==> config.mk <==
export PLATFORM = sky130hd
export DESIGN_NAME = bus_regfile
export DESIGN_NICKNAME = d
export VERILOG_FILES = /design/src/rtl/bus_regfile_pkg.sv /design/src/rtl/bus_reg_cell.sv /design/src/rtl/bus_regfile.sv
export SDC_FILE = /design/constraint.sdc
export NUM_CORES = 1
export LEC_CHECK = 0
export ABC_AREA = 1
export CAP_MARGIN = 20
export CORE_MARGIN = 4
export CORE_UTILIZATION = 50
export CTS_CLUSTER_SIZE = 10
export DETAILED_ROUTE_END_ITERATION = 7
export PLACE_DENSITY = 0.74
export SLEW_MARGIN = 20
export SYNTH_ARGS = -nofsm -noshare
export SYNTH_HDL_FRONTEND = slang
export SYNTH_SLANG_ARGS = --single-unit
export TNS_END_PERCENT = 50
==> constraint.sdc <==
create_clock -name clk -period 3.4 [get_ports clk]
set_input_delay 0.68 -clock clk [delete_from_list [all_inputs] [get_ports clk]]
set_output_delay 0.68 -clock clk [all_outputs]
set_load 0.005 [all_outputs]
Figure 1. PDN straps and rails (run 1).
The bar under the picture is 20 µm long. Pins as bars on the die edge.
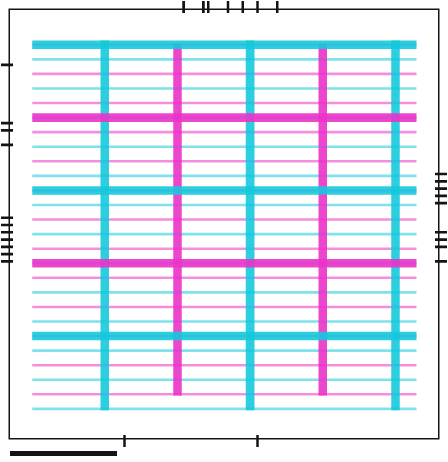
| color | net |
|---|---|
| cyan | VSS |
| magenta | VDD |
met1 rails: 26
signal pins: 29
rows: 25
met5 straps: 5
chip width: 79.94 µm
core area: 4880 µm²
Max VDD drop: 0.0001648 V

Figure 2. Cell classes on the final placement (run 1).
The bar under the picture is 20 µm long.
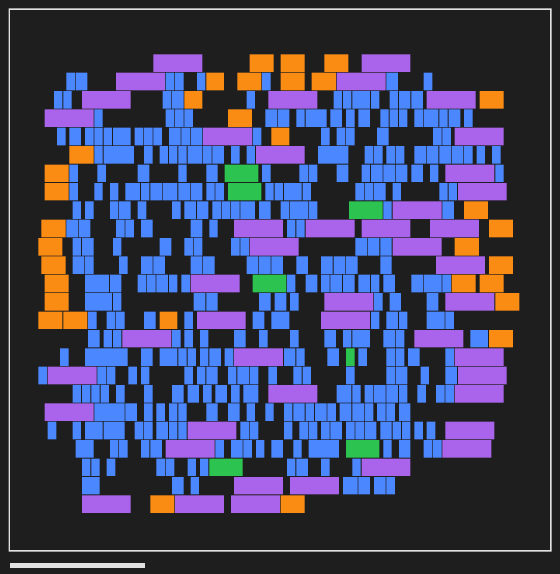
| color | class | cells | share of their area |
|---|---|---|---|
| green | clock drivers and dummy loads | 7 | 2.9% |
| blue | remaining logic cells | 362 | 56% |
| orange | remaining buffers and delay cells | 32 | 11% |
| purple | registers | 45 | 31% |
flop share of the area: 29.81%
design area: 3022 µm²
Core Util, Final: 61.92%
cell row count: 25

Figure 3. Clock distribution (run 1).
The bar under the picture is 20 µm long.
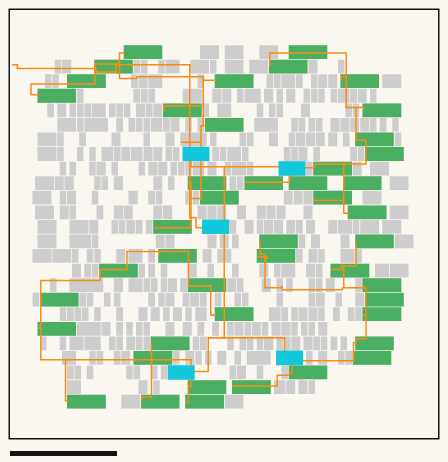
[orange] clock wires | length: 557 µm
[cyan] clock-net drivers | count: 5
[green] flip-flops | count: 45
routed clock nets: 6
flops lie: widely spread
Worst-Skew Late Latency: 300 ps
clk_skew: 9.824 ps
clock power share: 31.0%
Clk. pwr: 0.336 mW

==> job_summary.md, run 1 <==
## Synthesis and layout report

| Metric | Value |
|---|---|
| Switching power | 0.3017 mW |
| Worst hold path depth | 2 |
| # port buffers | 28 |
| Most common logic cells in the final layout | nand2_1 (114), inv_1 (56), nor2_1 (47), dfxtp_1 (45), nand3_1 (37) |
| Init Core Util | 53.03% |
| DRT Wirelength | 7224 µm |
| Fraction of layout cells with a size suffix above 1 | 4.036% |
| Post-synthesis cell count | 417 |
| Fmax | 0.4339 GHz |
| CTS clock-pin slew for the worst setup and hold paths | 80 ps |
| Router iterations before antenna repair | 5 |
| CP max stage delay | 670 ps |
| Sequential power | 0.571 mW |
| Gr usage total | 23.94% |
| Overall power | 1.082 mW |
| Largest register FFs | 32 |
| CTS resizes | 0 |
| WL/cell | 14.08 µm |
| Outcome | complete, no violations |
| Chip area | 6390 µm² |
| Worst slew pin tran | 662.2 ps |
| Largest net degree at the start of global routing | 23 |
| DR top layer | met4 |
| Setup Viol. Count Final | 0 |
| Met2 Use GR | 39.40% |
| Switching fraction of total power | 27.88% |
| Wl on met1 | 3027 µm |
| Drt via density | 5.392 |
| # fillers | 496 |
| Final hold vios | 0 |
| Syn nets | 440 |
| CTS Buf Count | 5 |
| Via count | 2,766 |
| Cell mode on critical path | nand2_1 |
| Total Nets Final | 469 |
| N_diodes | 0 |
| Xor/xnor share | 0.6770% |
## run 1: layout make-up
cell class / instances / area, µm² / area share, %
inverters: 59 / 221.5 / 7.329
clock buffers: 7 / 86.33 / 2.857
well taps: 67 / 83.83 / 2.774
flip-flops and latches: 45 / 900.9 / 29.81
multi-input cells: 303 / 1419 / 46.96
repair buffers: 32 / 310.3 / 10.27
## run 1: metrics by stage
step,util [%],instances
finish,61.92,513
global route,61.92,513
CTS,61.92,513
detailed placement,60.15,506
global placement,60.15,506
floorplan,-,417
## run 1: cell usage after synthesis, drive strengths merged
master and n:
nand2 115, inv 59, nor2 48, dfxtp 45, nand3 39, a21oi 34
o21ai 30, nor3 11, o211ai 9, clkbuf 6, buf 4, ha 4
nand4 4, nor4 2, a211oi 1, o21a 1, o31ai 1, or2 1
or4 1, xnor2 1, xor2 1
==> run 2, diff against run 1 <==
==> constraint.sdc (replaced) <==
create_clock -name clk -period 2.22 [get_ports clk]
set_input_delay 0.444 -clock clk [delete_from_list [all_inputs] [get_ports clk]]
set_output_delay 0.444 -clock clk [all_outputs]
set_load 0.005 [all_outputs]
Figure 4. PDN straps and rails (run 2).
The bar under the picture is 20 µm long. Pins as bars on the die edge.
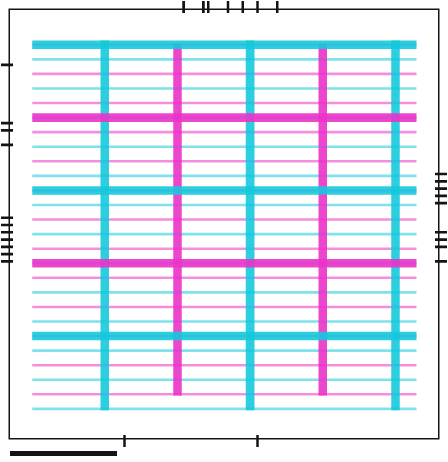
| color | net |
|---|---|
| magenta | VDD |
| cyan | VSS |
met1 rails: 26
met5 straps: 5
signal pins: 29
rows: 25
met4 straps: 5
Die Y: 79.94 µm
Max VDD drop: 0.0002724 V

Figure 5. Clock distribution (run 2).
The bar under the picture is 20 µm long.
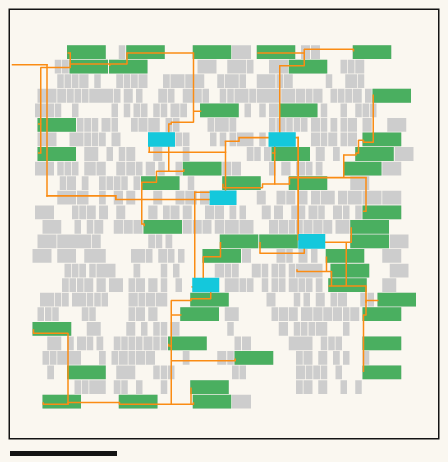
[cyan] clock-net drivers | count: 5
[green] flip-flops | count: 45
[orange] clock wires | length: 540 µm
flops lie: widely spread
Clk. pwr: 0.509 mW
clock power share: 30.7%
clk_skew: 8.024 ps

==> job_summary.md, run 2 <==
## Synthesis and layout report

| Metric | Value |
|---|---|
| Outcome | complete, no violations |
| Init Core Util | 53.03% |
| WL/cell | 14.44 µm |
| CTS Buf Count | 5 |
| Switching fraction of total power | 27.68% |
| Most common logic cells in the final layout | nand2_1 (114), inv_1 (56), nor2_1 (47), dfxtp_1 (45), nand3_1 (37) |
| Design area | 3052 µm² |
| Ys async rst share | 0% |
| Cell Count, Final, Fillers Out | 517 |
| Xor/xnor share | 0.6770% |
| Core area | 4880 µm² |
| Worst-Skew Late Latency | 300 ps |
| Placed cells | 510 |
| First-pass GRT wire length | 12,050 µm |
| Router iterations before antenna repair | 5 |
| Switching power | 0.4589 mW |
| Overall power | 1.658 mW |
| CTS resizes | 0 |
| # fillers | 488 |
| Worst slew pin tran | 436.2 ps |
| Crit path DAT | 1580 ps |
| Count of flip-flops with a built-in enable after synthesis | 0 |
| Worst hold path depth | 2 |
| Fraction of layout cells with a size suffix above 1 | 4.889% |
| Sequential power | 0.875 mW |
| Ys flop type | dfxtp_1 |
| Final hold vios | 0 |
| DRT Wirelength | 7466 µm |
| # port buffers | 28 |
| Chip area | 6390 µm² |
| Core Util, Final | 62.54% |
| Setup Viol. Count Final | 0 |
| Dominant comb cell | simple AND/OR/NAND/NOR gates |
| Largest register FFs | 32 |
| Most frequent cell after synthesis | nand2_1 |
| Largest net degree at the start of global routing | 22 |
| Drt via density | 5.460 |
| N_diodes | 0 |
| Starting DRT DRC Count | 259 |
| Total Nets Final | 473 |
| Slew margin rel. | 70.89% |
| Via count | 2,823 |
| Chip width | 79.94 µm |
| Fmax | 0.4936 GHz |
| Gr usage total | 24.55% |
| Max cap viols | 0 |
[run 2: cell counts after synthesis]
Identical to the previous run, type by type.
[run 2: per-layer routing]
metal	vias up	GRT usage, %	share of wire [%]
li1	1407	-	-
met1	1287	32.60	44
met2	117	39.74	47
met3	12	4.515	7.5
met4	0	8.446	2.2
met5	-	0	0
[run 2: final cells by class]
class / count / area (µm²) / share of cell area (%)
timing repair buffer: 36 / 340.3 / 11.15
tap: 67 / 83.83 / 2.747
clock buffer: 7 / 86.33 / 2.829
inverter: 59 / 221.5 / 7.257
sequential: 45 / 900.9 / 29.52
multi-input combinational: 303 / 1419 / 46.49
[run 2: worst max-delay path: stages (launching register included)]
cell and delay (ps):
dfxtp_1 330, or4_1 510, clkdlybuf4s50_1 450
Power and IR drop assume default switching activity.
